## src/rtl/div_10.sv

```systemverilog
// div_10: two-stage pipelined unsigned 32-bit divide by 10 (quotient and remainder).
module div_10 (
  input  logic        clk,
  input  logic        rst,
  input  logic        in_valid,
  input  logic [31:0] num,
  output logic        out_valid,
  output logic [31:0] q,
  output logic [31:0] r
);
  logic        v1;
  logic [31:0] num1, qe1, qe, r_raw;
  logic        fix;
  always_comb begin
    qe = 32'(({32'd0, num} * 64'hCCCC_CCCD) >> 35);
    r_raw = num1 - ((qe1 << 3) + (qe1 << 1));
    fix = r_raw >= 32'd10;
  end
  always_ff @(posedge clk) begin
    if (rst) begin
      v1 <= 1'b0;
      num1 <= '0;
      qe1 <= '0;
      out_valid <= 1'b0;
      q <= '0;
      r <= '0;
    end else begin
      v1 <= in_valid;
      num1 <= num;
      qe1 <= qe;
      out_valid <= v1;
      q <= fix ? qe1 + 32'd1 : qe1;
      r <= fix ? r_raw - 32'd10 : r_raw;
    end
  end
endmodule

```

## config.mk

```make
export PLATFORM = sky130hd
export DESIGN_NAME = div_10
export DESIGN_NICKNAME = d
export VERILOG_FILES = /design/src/rtl/div_10.sv
export SDC_FILE = /design/constraint.sdc
export NUM_CORES = 1
export LEC_CHECK = 0
export ABC_AREA = 1
export ABC_CLOCK_PERIOD_IN_PS = 17500
export CORE_MARGIN = 8
export CORE_UTILIZATION = 25
export CTS_CLUSTER_SIZE = 40
export DETAILED_ROUTE_END_ITERATION = 8
export PLACE_DENSITY_LB_ADDON = 0.05
export SYNTH_ARGS = -nofsm -noshare
export SYNTH_HDL_FRONTEND = slang
export SYNTH_SLANG_ARGS = --single-unit
```

## constraint.sdc

```tcl
create_clock -name clk -period 17.5 [get_ports clk]
set_input_delay 3.5 -clock clk [delete_from_list [all_inputs] [get_ports clk]]
set_output_delay 3.5 -clock clk [all_outputs]
set_load 0.01 [all_outputs]
```

**Run 1: signal wires by layer**

The bar under the picture is 100 µm long.
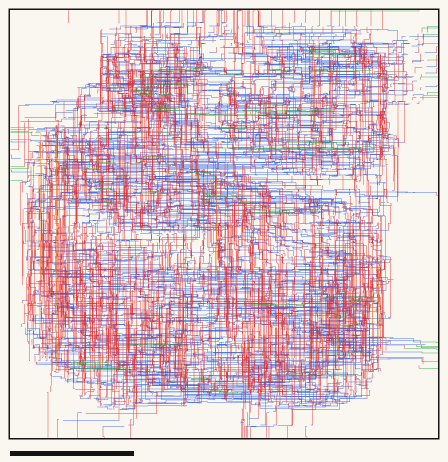
Key: green = met3 [wire length 3100 µm]; orange = met4 [wire length 1110 µm]; red = met2 [wire length 52.1 mm]; blue = met1 [wire length 56.6 mm]
DR WL/cell: 22.7 µm
Vias: 22.0k

**Run 1: met4 routing**

Supply wires on this layer in grey. Cells faint in the background.
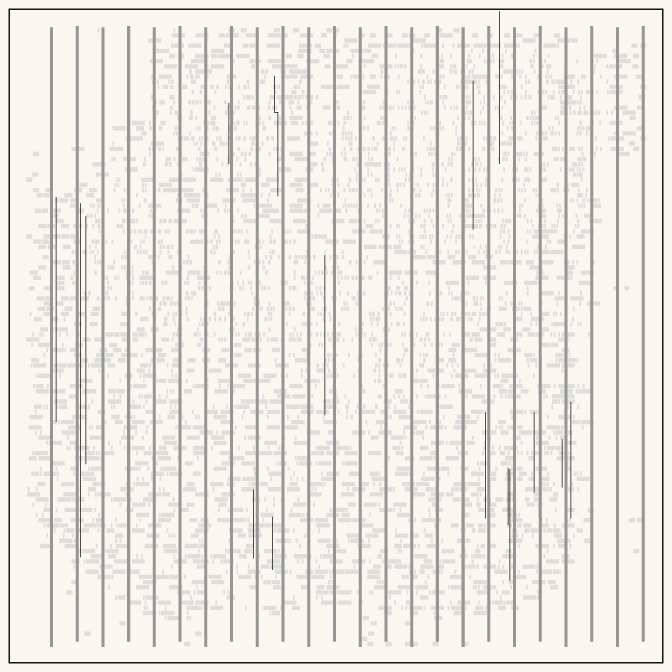
The layer carries 1110 µm of wire. The layer holds 0.98% of the routed length. The wires run mostly vertical. 15 nets have wire on it.

==> flow_summary.ini, run 1 <==
; implementation run metrics
[logic_synthesis]
topCellsByArea = fa_1 31%, ha_1 18%, inv_1 13%
synthXorXnorAreaFrac_pct = 3.32
simple_gate_area_share_pct = 17.7
ys_sh_aoi_pct = 6.70
yosysUniqueCellTypes = 50
logic_family = adder cells
synthCells = 3477
syn_area_um2 = 26900
yosys_area_um2 = 26900
synth-seq-cells = 125
synthAdderAreaFrac_pct = 48.6
edf_count = 0
yosysTopAreaCell = fa_1
postSynthAreaPerCell_um2 = 7.73
ff_type = dfxtp_1
mux_area_share_pct = 0
synthTopCellsByCount = 963 x inv_1, 573 x nand2_1, 413 x fa_1, 382 x ha_1, 323 x nor2_1
yosysWarnings = 0
synth-async-reset-ratio_pct = 0
synth_top_cell_by_count = inv_1
synth_stat.cells = 3477
synth_top_area_share_pct = 30.8
ys_seq_share_pct = 9.31

[worst_setup_path]
worst_ep_required_time_ns = 17.89
arrival_ns = 11.75
endpoint = qe1[11]
critical_path_class = in -> reg
endpoint_kind = flop
cp_max_fo = 8
reg2reg_slack_ns = 11.84
startpoint = num[8]
rr_endpoint = r[3]
r2r-start = qe1[0]
r2r_cells = 17
cp-start-kind = input pin

[final_layout]
postLayoutCoreUtil_pct = 28.1
fin_area_um2 = 30000
nets = 4395
syn2layout_area_growth_pct = 11.7
drive_gt1_share_pct = 2.12
top_regs = num1 x32, r x32, q x30
finalNonFillerCells = 4982

[cts]
cts.repair.resized = 0
cts_tree = built
cts_setup_buffers = 0
clock_sinks = 125
cts-root-buf = clkbuf_16
insertion_delay_ns = 0.45
cts_max_path_buffers = 2
cts_buffers = 17
htreeDepth = 4
cts_hold_repair.buffers = 0
clk_pin_slew_ns = 0.07

[sta]
drv_slew = 0
period_needed_ns = 11.37
final.setup_skew_ns = 0.0127
setup_viol = 0
hold_violations = 0
hold_slack_ns = 0.411
tightest_slew_ns = 1.01
fmaxAchievable_ghz = 0.0880
finalClockPeriodUsage_pct = 65.0
relSlewSlack_pct = 32.4
fin_ws_ns = 6.13
tns_ns = 0
rsz0062_at_grt = no

[place]
post-place-cells = 4949
portBuffers = 97
place_hpwl_um = 102000
post-place-ws_ns = 5.63
dpl_cell_area_um2 = 29400
gp_congestion = 0.882

[die]
die_h_um = 344
placeableCoreArea_um2 = 107000
io_pins = 100
initCoreUtil_pct = 25.1
die_x_um = 344
fp-row-count = 120
die_area_um2 = 118000

[route]
dr_wl_met3_um = 3100
via_per_inst = 4.42
top_layer_used = met4
wl_met1_um = 56600
ant_nets = 0
wl_met2_um = 52100
drc = 0
drt_iter0_markers = 1295
detail_route.first_pass.iterations = 5

[grt]
grt-busiest-layer = met2
met1_usage_pct = 28.3
grt_pass1_wl_um = 168000
gr-total-overflow = 0
grt_pass1_vias = 24100
grt_util_met2_pct = 32.4
antenna_found_initial = 3
track_usage_pct = 19.4
grt_max_degree = 61

[outcome]
outcome = complete, no violations

[worst_hold_path]
hold_depth = 2
hold_path_end = out_valid
hp-class = reg -> reg
holdCritStartpoint = v1

[job]
drv_cap = 0
warning_count = 37
**Run 1: signal wires on met3**

The bar under the picture is 100 µm long.
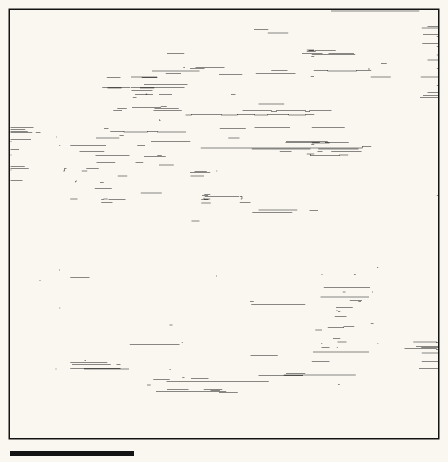
The longest straight run is 130 µm. The layer carries 3100 µm of wire. The layer holds 2.8% of the routed length. 170 nets have wire on it. The wires run mostly horizontal.
Post-Route WL: 113000 µm
Global Route met3 Usage: 1.47%

**Run 1: placement view**

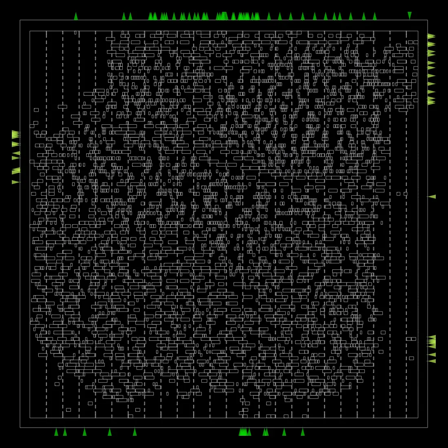
fillers: 12.0k
tap cell count: 1403

## run 1: kinds of logic (layout without fill, tap and decap cells)
| kind of cell | Yosys count | in the layout |
|---|---|---|
| xor gates and xnor gates | 101 | 101 |
| AOI/OAI and AO/OA | 316 | 316 |
| adders and majority gates | 795 | 795 |
| and+or+nand+nor | 1128 | 1128 |
| buffers and inverters | 1011 | 1111 |
| DFF | 125 | 125 |
| other | 1 | 3 |
## run 1: final cells by class
cell class	instances	area (µm²)
Fill cell	12000	76900
Tap cell	1403	1760
Antenna cell	1	2.50
Inverter	975	3660
Clock inverter	14	143
Timing Repair Buffer	104	1020
Multi-Input combinational cell	2342	20500
Sequential cell	125	2500
Clock buffer	18	439
## run 1: critical path, cell delays in order
cell and delay (ns):
clkdlybuf4s50_1 0.91, ha_1 0.63, inv_1 0.20, fa_1 0.58, inv_1 0.08, fa_1 0.50
inv_1 0.05, fa_1 0.49, inv_1 0.05, fa_1 0.60, fa_1 0.44, fa_1 0.42
fa_1 0.51, ha_1 0.36, nand2_1 0.08, nand2_1 0.08, a31oi_1 0.33, a21boi_0 0.66
o21ai_0 0.18, a21oi_1 0.43, nor2_1 0.07, nor2_1 0.17, o21ai_0 0.16, nand2_1 0.09
nand2_1 0.05, nor2_1 0.11
## run 1: placed cells by master (no fill, tap or decap), types with 14 or more instances in the layout
| cell type | count |
|---|---|
| nand4_1 | 64 |
| clkdlybuf4s50_1 | 96 |
| a21oi_1 | 153 |
| xnor2_1 | 14 |
| nor3_1 | 36 |
| nand2_1 | 573 |
| xor2_1 | 86 |
| inv_1 | 963 |
| clkbuf_16 | 17 |
| a21o_1 | 16 |
| nor2_1 | 323 |
| nand3_1 | 81 |
| dfxtp_1 | 125 |
| fa_1 | 413 |
| o21bai_1 | 20 |
| o21ai_0 | 73 |
| ha_1 | 382 |
==> run 2, diff against run 1 <==
ABC_CLOCK_PERIOD_IN_PS = 11250   (was 17500)
clock period = 11.25 ns   (was 17.5 ns; I/O delays follow)
**Run 2: placement view**

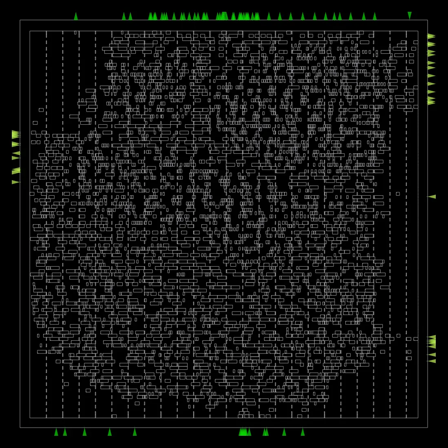
sequential share of cell area: 8.31%
Final Non-Filler Cells: 4993
registers: 125
core area: 107000 µm²

==> flow_summary.ini, run 2 <==
; implementation run metrics
[final_layout]
comb_area_share_pct = 68.1
fillCellCount = 11900
buf_share_pct = 3.69
area_dominant_class = combinational gates
seqCellArea_um2 = 2500
diodes = 0
n_clock_buffer = 17
top_regs = num1 x32, r x32, q x30
logic_area_um2 = 20500
drive_gt1_share_pct = 2.45
num-nonclk-inverters = 975
num-multi-input-gates = 2342
nets = 4407
fin_area_um2 = 30100
nNonClkBuffers = 116
mostFrequentLayoutCells = 963 x inv_1, 573 x nand2_1, 413 x fa_1
syn2layout_area_growth_pct = 12.0

[job]
drv_cap = 0

[sta]
relSlewSlack_pct = 30.0
finalClockPeriodUsage_pct = 88.0
tns_ns = 0
rsz0062_at_grt = no
tightest_slew_ns = 1.05
final.setup_skew_ns = 0.0165
hold_violations = 0
period_needed_ns = 9.90
fmaxAchievable_ghz = 0.101
setup_viol = 0
drv_slew = 0

[worst_hold_path]
hp-class = reg -> reg
hold_depth = 2

[route]
detail_route.first_pass.iterations = 5
drc = 0
via_per_inst = 4.40
drt_iter0_markers = 1264
num_vias = 22000
wl_per_cell_um = 22.5
ant_nets = 0
drt_wl_total_um = 113000

[cts]
cts_tree = built
clk_pin_slew_ns = 0.07
cts_setup_buffers = 0
cts_hold_repair.buffers = 0
cts_max_path_buffers = 2
cts-root-buf = clkbuf_16
cts_buffers = 17
insertion_delay_ns = 0.46

[logic_synthesis]
synth_top_cell_by_count = inv_1
synth-async-reset-ratio_pct = 0
synth_top_area_share_pct = 30.8
postSynthAreaPerCell_um2 = 7.73
ys_seq_share_pct = 9.31
ff_type = dfxtp_1
edf_count = 0
yosysWarnings = 0
synth_stat.cells = 3477
syn_area_um2 = 26900
synthCells = 3477
synthTopCellsByCount = 963 x inv_1, 573 x nand2_1, 413 x fa_1, 382 x ha_1, 323 x nor2_1
synth-seq-cells = 125
yosysUniqueCellTypes = 50

[die]
die_x_um = 344
initCoreUtil_pct = 25.1
n_tap_cell = 1403
die_h_um = 344
fp-row-count = 120

[worst_setup_path]
endpoint_kind = flop
cpPeakStageDelay_ns = 0.90
cp_common_cell = fa_1
critical_path_class = in -> reg
crit_family = adder cells
arrival_ns = 10.29
cp_num_cells = 26
cp_max_fo = 7
worst_ep_required_time_ns = 11.64
crit_buf_inv = 5
r2r_cells = 19

[place]
gp_congestion = 0.880
portBuffers = 97
dpl_cell_area_um2 = 29500

[grt]
grt_max_degree = 61
grt_pass1_wl_um = 167000
gr-total-overflow = 0
grt_pass1_vias = 24100
track_usage_pct = 19.3

[outcome]
outcome = complete, no violations
==> run 2: cells by family after synthesis <==
logic type               synth area share (%)
AND/OR/NAND/NOR                          17.7
buffers and inverters                    14.4
adder cells (fa/ha/maj)                  48.6
AND-OR/OR-AND                            6.70
flip-flops                               9.31
XOR/XNOR                                 3.32
other                                  0.0140
==> run 2: worst min-delay path, delay by kind of cell, from the launching register on <==
kind | cells | cell delay, ns
DFF | 1 | 0.30
and+or+nand+nor | 1 | 0.03
buffers and inverters | 1 | 0.04
==> run 2: layer usage <==
| layer | routed length [µm] | GRT usage (%) |
|---|---|---|
| met5 | 0 | 0 |
| met4 | 1140 | 2.12 |
| met3 | 2570 | 1.23 |
| met2 | 52200 | 32.5 |
| met1 | 56600 | 28.0 |
==> run 2: final timing paths <==
| kind | slack [ns] | from | end |
|---|---|---|---|
| max reg2reg | 5.64 | qe1[0] | r[3] |
| min reg2reg | 0.40 | v1 | out_valid |
| max | 1.35 | num[9] | qe1[11] |
| min | 0.40 | v1 | out_valid |
==> run 2: through the flow <==
step	worst slack (ns)	utilization, %	instances	hold slack [ns]
2_1_floorplan	2.99	-	3478	0.388
3_3_place_gp	0.855	27.6	4961	0.397
3_5_place_dp	0.857	27.6	4961	0.396
4_1_cts	1.34	28.2	4993	0.405
5_1_grt	1.02	28.2	4993	0.416
6_report	1.35	28.2	4993	0.401
==> run 3, diff against run 2 <==
CTS_CLUSTER_SIZE = unset   (was 40)
**Run 3: met4 routing**

Supply wires on this layer in grey. Cells faint in the background.
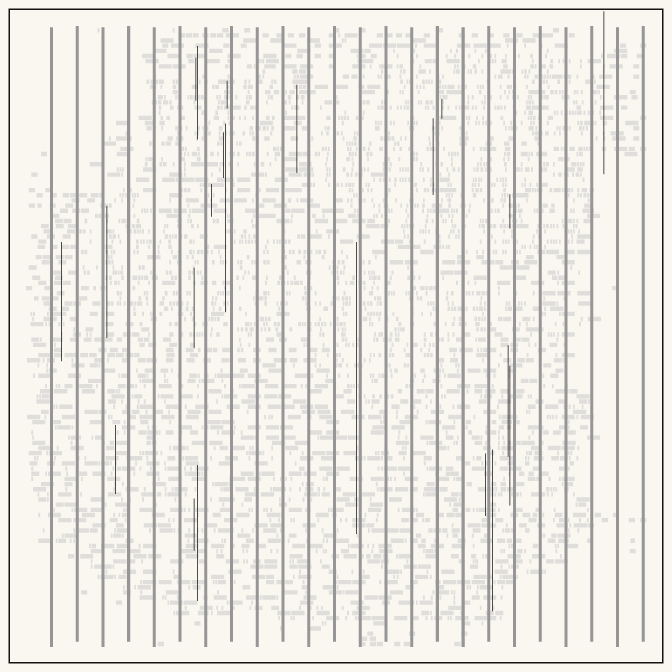
The layer holds 1.0% of the routed length. The wires run mostly vertical.
Post-Route WL: 113000 µm
Vias: 22.0k

==> flow_summary.ini, run 3 <==
; implementation run metrics
[outcome]
outcome = complete, no violations

[cts]
htreeDepth = 4
cts_hold_repair.buffers = 0
clock_sinks = 125
cts.repair.resized = 0
clk_pin_slew_ns = 0.07
cts_tree = built
insertion_delay_ns = 0.46
cts_buffers = 17
cts_setup_buffers = 0
cts_max_path_buffers = 2
cts-root-buf = clkbuf_16

[worst_setup_path]
endpoint = qe1[11]
cp_num_cells = 26
reg2reg_slack_ns = 5.64
cp_max_fo = 7
r2r_cells = 19
cpPeakStageDelay_ns = 0.90
rr_endpoint = r[3]
startpoint = num[9]
cp_slowest_cell = clkdlybuf4s50_1
cp_common_cell = fa_1
crit_family = adder cells
endpoint_kind = flop
critical_path_class = in -> reg
crit_buf_inv = 5
worst_ep_required_time_ns = 11.64
r2r-start = qe1[0]
arrival_ns = 10.29
cp-start-kind = input pin

[sta]
final.setup_skew_ns = 0.0165
rsz0062_at_grt = no
finalClockPeriodUsage_pct = 88.0
tns_ns = 0
fin_ws_ns = 1.35
relSlewSlack_pct = 30.0
hold_slack_ns = 0.401
fmaxAchievable_ghz = 0.101
period_needed_ns = 9.90
setup_viol = 0
hold_violations = 0
tightest_slew_ns = 1.05
drv_slew = 0

[worst_hold_path]
hold_depth = 2
hold_path_end = out_valid
holdCritStartpoint = v1
hp-class = reg -> reg

[die]
initCoreUtil_pct = 25.1
die_h_um = 344
die_area_um2 = 118000
placeableCoreArea_um2 = 107000
die_x_um = 344
fp-row-count = 120
io_pins = 100

[final_layout]
fin_area_um2 = 30100
top_regs = num1 x32, r x32, q x30
diodes = 0
mostFrequentLayoutCells = 963 x inv_1, 573 x nand2_1, 413 x fa_1
fillCellCount = 11900
final_common_cell = inv_1
drive_gt1_share_pct = 2.45
seqCellArea_um2 = 2500
logic_area_um2 = 20500
finalNonFillerCells = 4993
nets = 4407
postLayoutCoreUtil_pct = 28.2
syn2layout_area_growth_pct = 12.0

[logic_synthesis]
ff_type = dfxtp_1
edf_count = 0
yosys_area_um2 = 26900
synth_stat.cells = 3477
ys_seq_share_pct = 9.31
synth-async-reset-ratio_pct = 0
postSynthAreaPerCell_um2 = 7.73
yosysTopAreaCell = fa_1
synthCells = 3477
topCellsByArea = fa_1 31%, ha_1 18%, inv_1 13%
synth-seq-cells = 125
synth_top_cell_by_count = inv_1
synth_top_area_share_pct = 30.8
synthTopCellsByCount = 963 x inv_1, 573 x nand2_1, 413 x fa_1, 382 x ha_1, 323 x nor2_1
syn_area_um2 = 26900
yosysWarnings = 0
yosysUniqueCellTypes = 50

[grt]
gr-total-overflow = 0
grt_max_degree = 61
track_usage_pct = 19.3
grt_pass1_vias = 24100
grt_pass1_wl_um = 167000
antenna_found_initial = 1

[route]
detail_route.first_pass.iterations = 5
wl_per_cell_um = 22.5
ant_nets = 0
drc = 0
via_per_inst = 4.40
drt_iter0_markers = 1264

[place]
place_hpwl_um = 101000
post-place-ws_ns = 0.857
gp_congestion = 0.880
portBuffers = 97
dpl_cell_area_um2 = 29500
post-place-cells = 4961

[job]
drv_cap = 0
warning_count = 37
## run 3: cell counts in the layout (fill, tap and decap cells not counted)
Identical to the previous run, type by type.
## run 3: kinds of logic (layout without fill, tap and decap cells)
logic type                 Yosys count  after routing  synth area share (%)
DFF                                125            125                  9.31
AOI/OAI and AO/OA                  316            316                  6.70
xor gates and xnor gates           101            101                  3.32
other                                1              2                0.0140
buffers and inverters             1011           1123                  14.4
adders and majority gates          795            795                  48.6
and+or+nand+nor                   1128           1128                  17.7
## run 3: worst reg2reg max path: stages, from the launching register on
cell and delay [ns]:
dfxtp_1 0.65, inv_1 0.38, fa_1 0.55, ha_1 0.35, nand2_1 0.09, nand2_1 0.17, nand2_1 0.13, nand2_1 0.14
nand2_1 0.15, nand2_1 0.18, nand2_1 0.17, nand2_1 0.06, nand2_1 0.06, nand2_1 0.12, inv_1 0.12, nand3_1 0.12
nor2_4 0.74, nand3_4 0.84, nand2_1 0.26, a21oi_1 0.17
## run 3: area by class of cell
type	count	area share [%]
clock buffer	17	1.41
sequential	125	8.31
clock inverter	15	0.507
inverter	975	12.2
multi-input combinational	2342	68.1
timing repair buffer	116	3.69
tap	1403	5.83
## run 3: metal layers
metal,vias up,track usage (%),part of all wire [%]
li1,10700,-,-
met1,10800,28.0,50
met2,349,32.5,46
met3,49,1.23,2.3
met4,0,2.12,1.0
met5,-,0,0
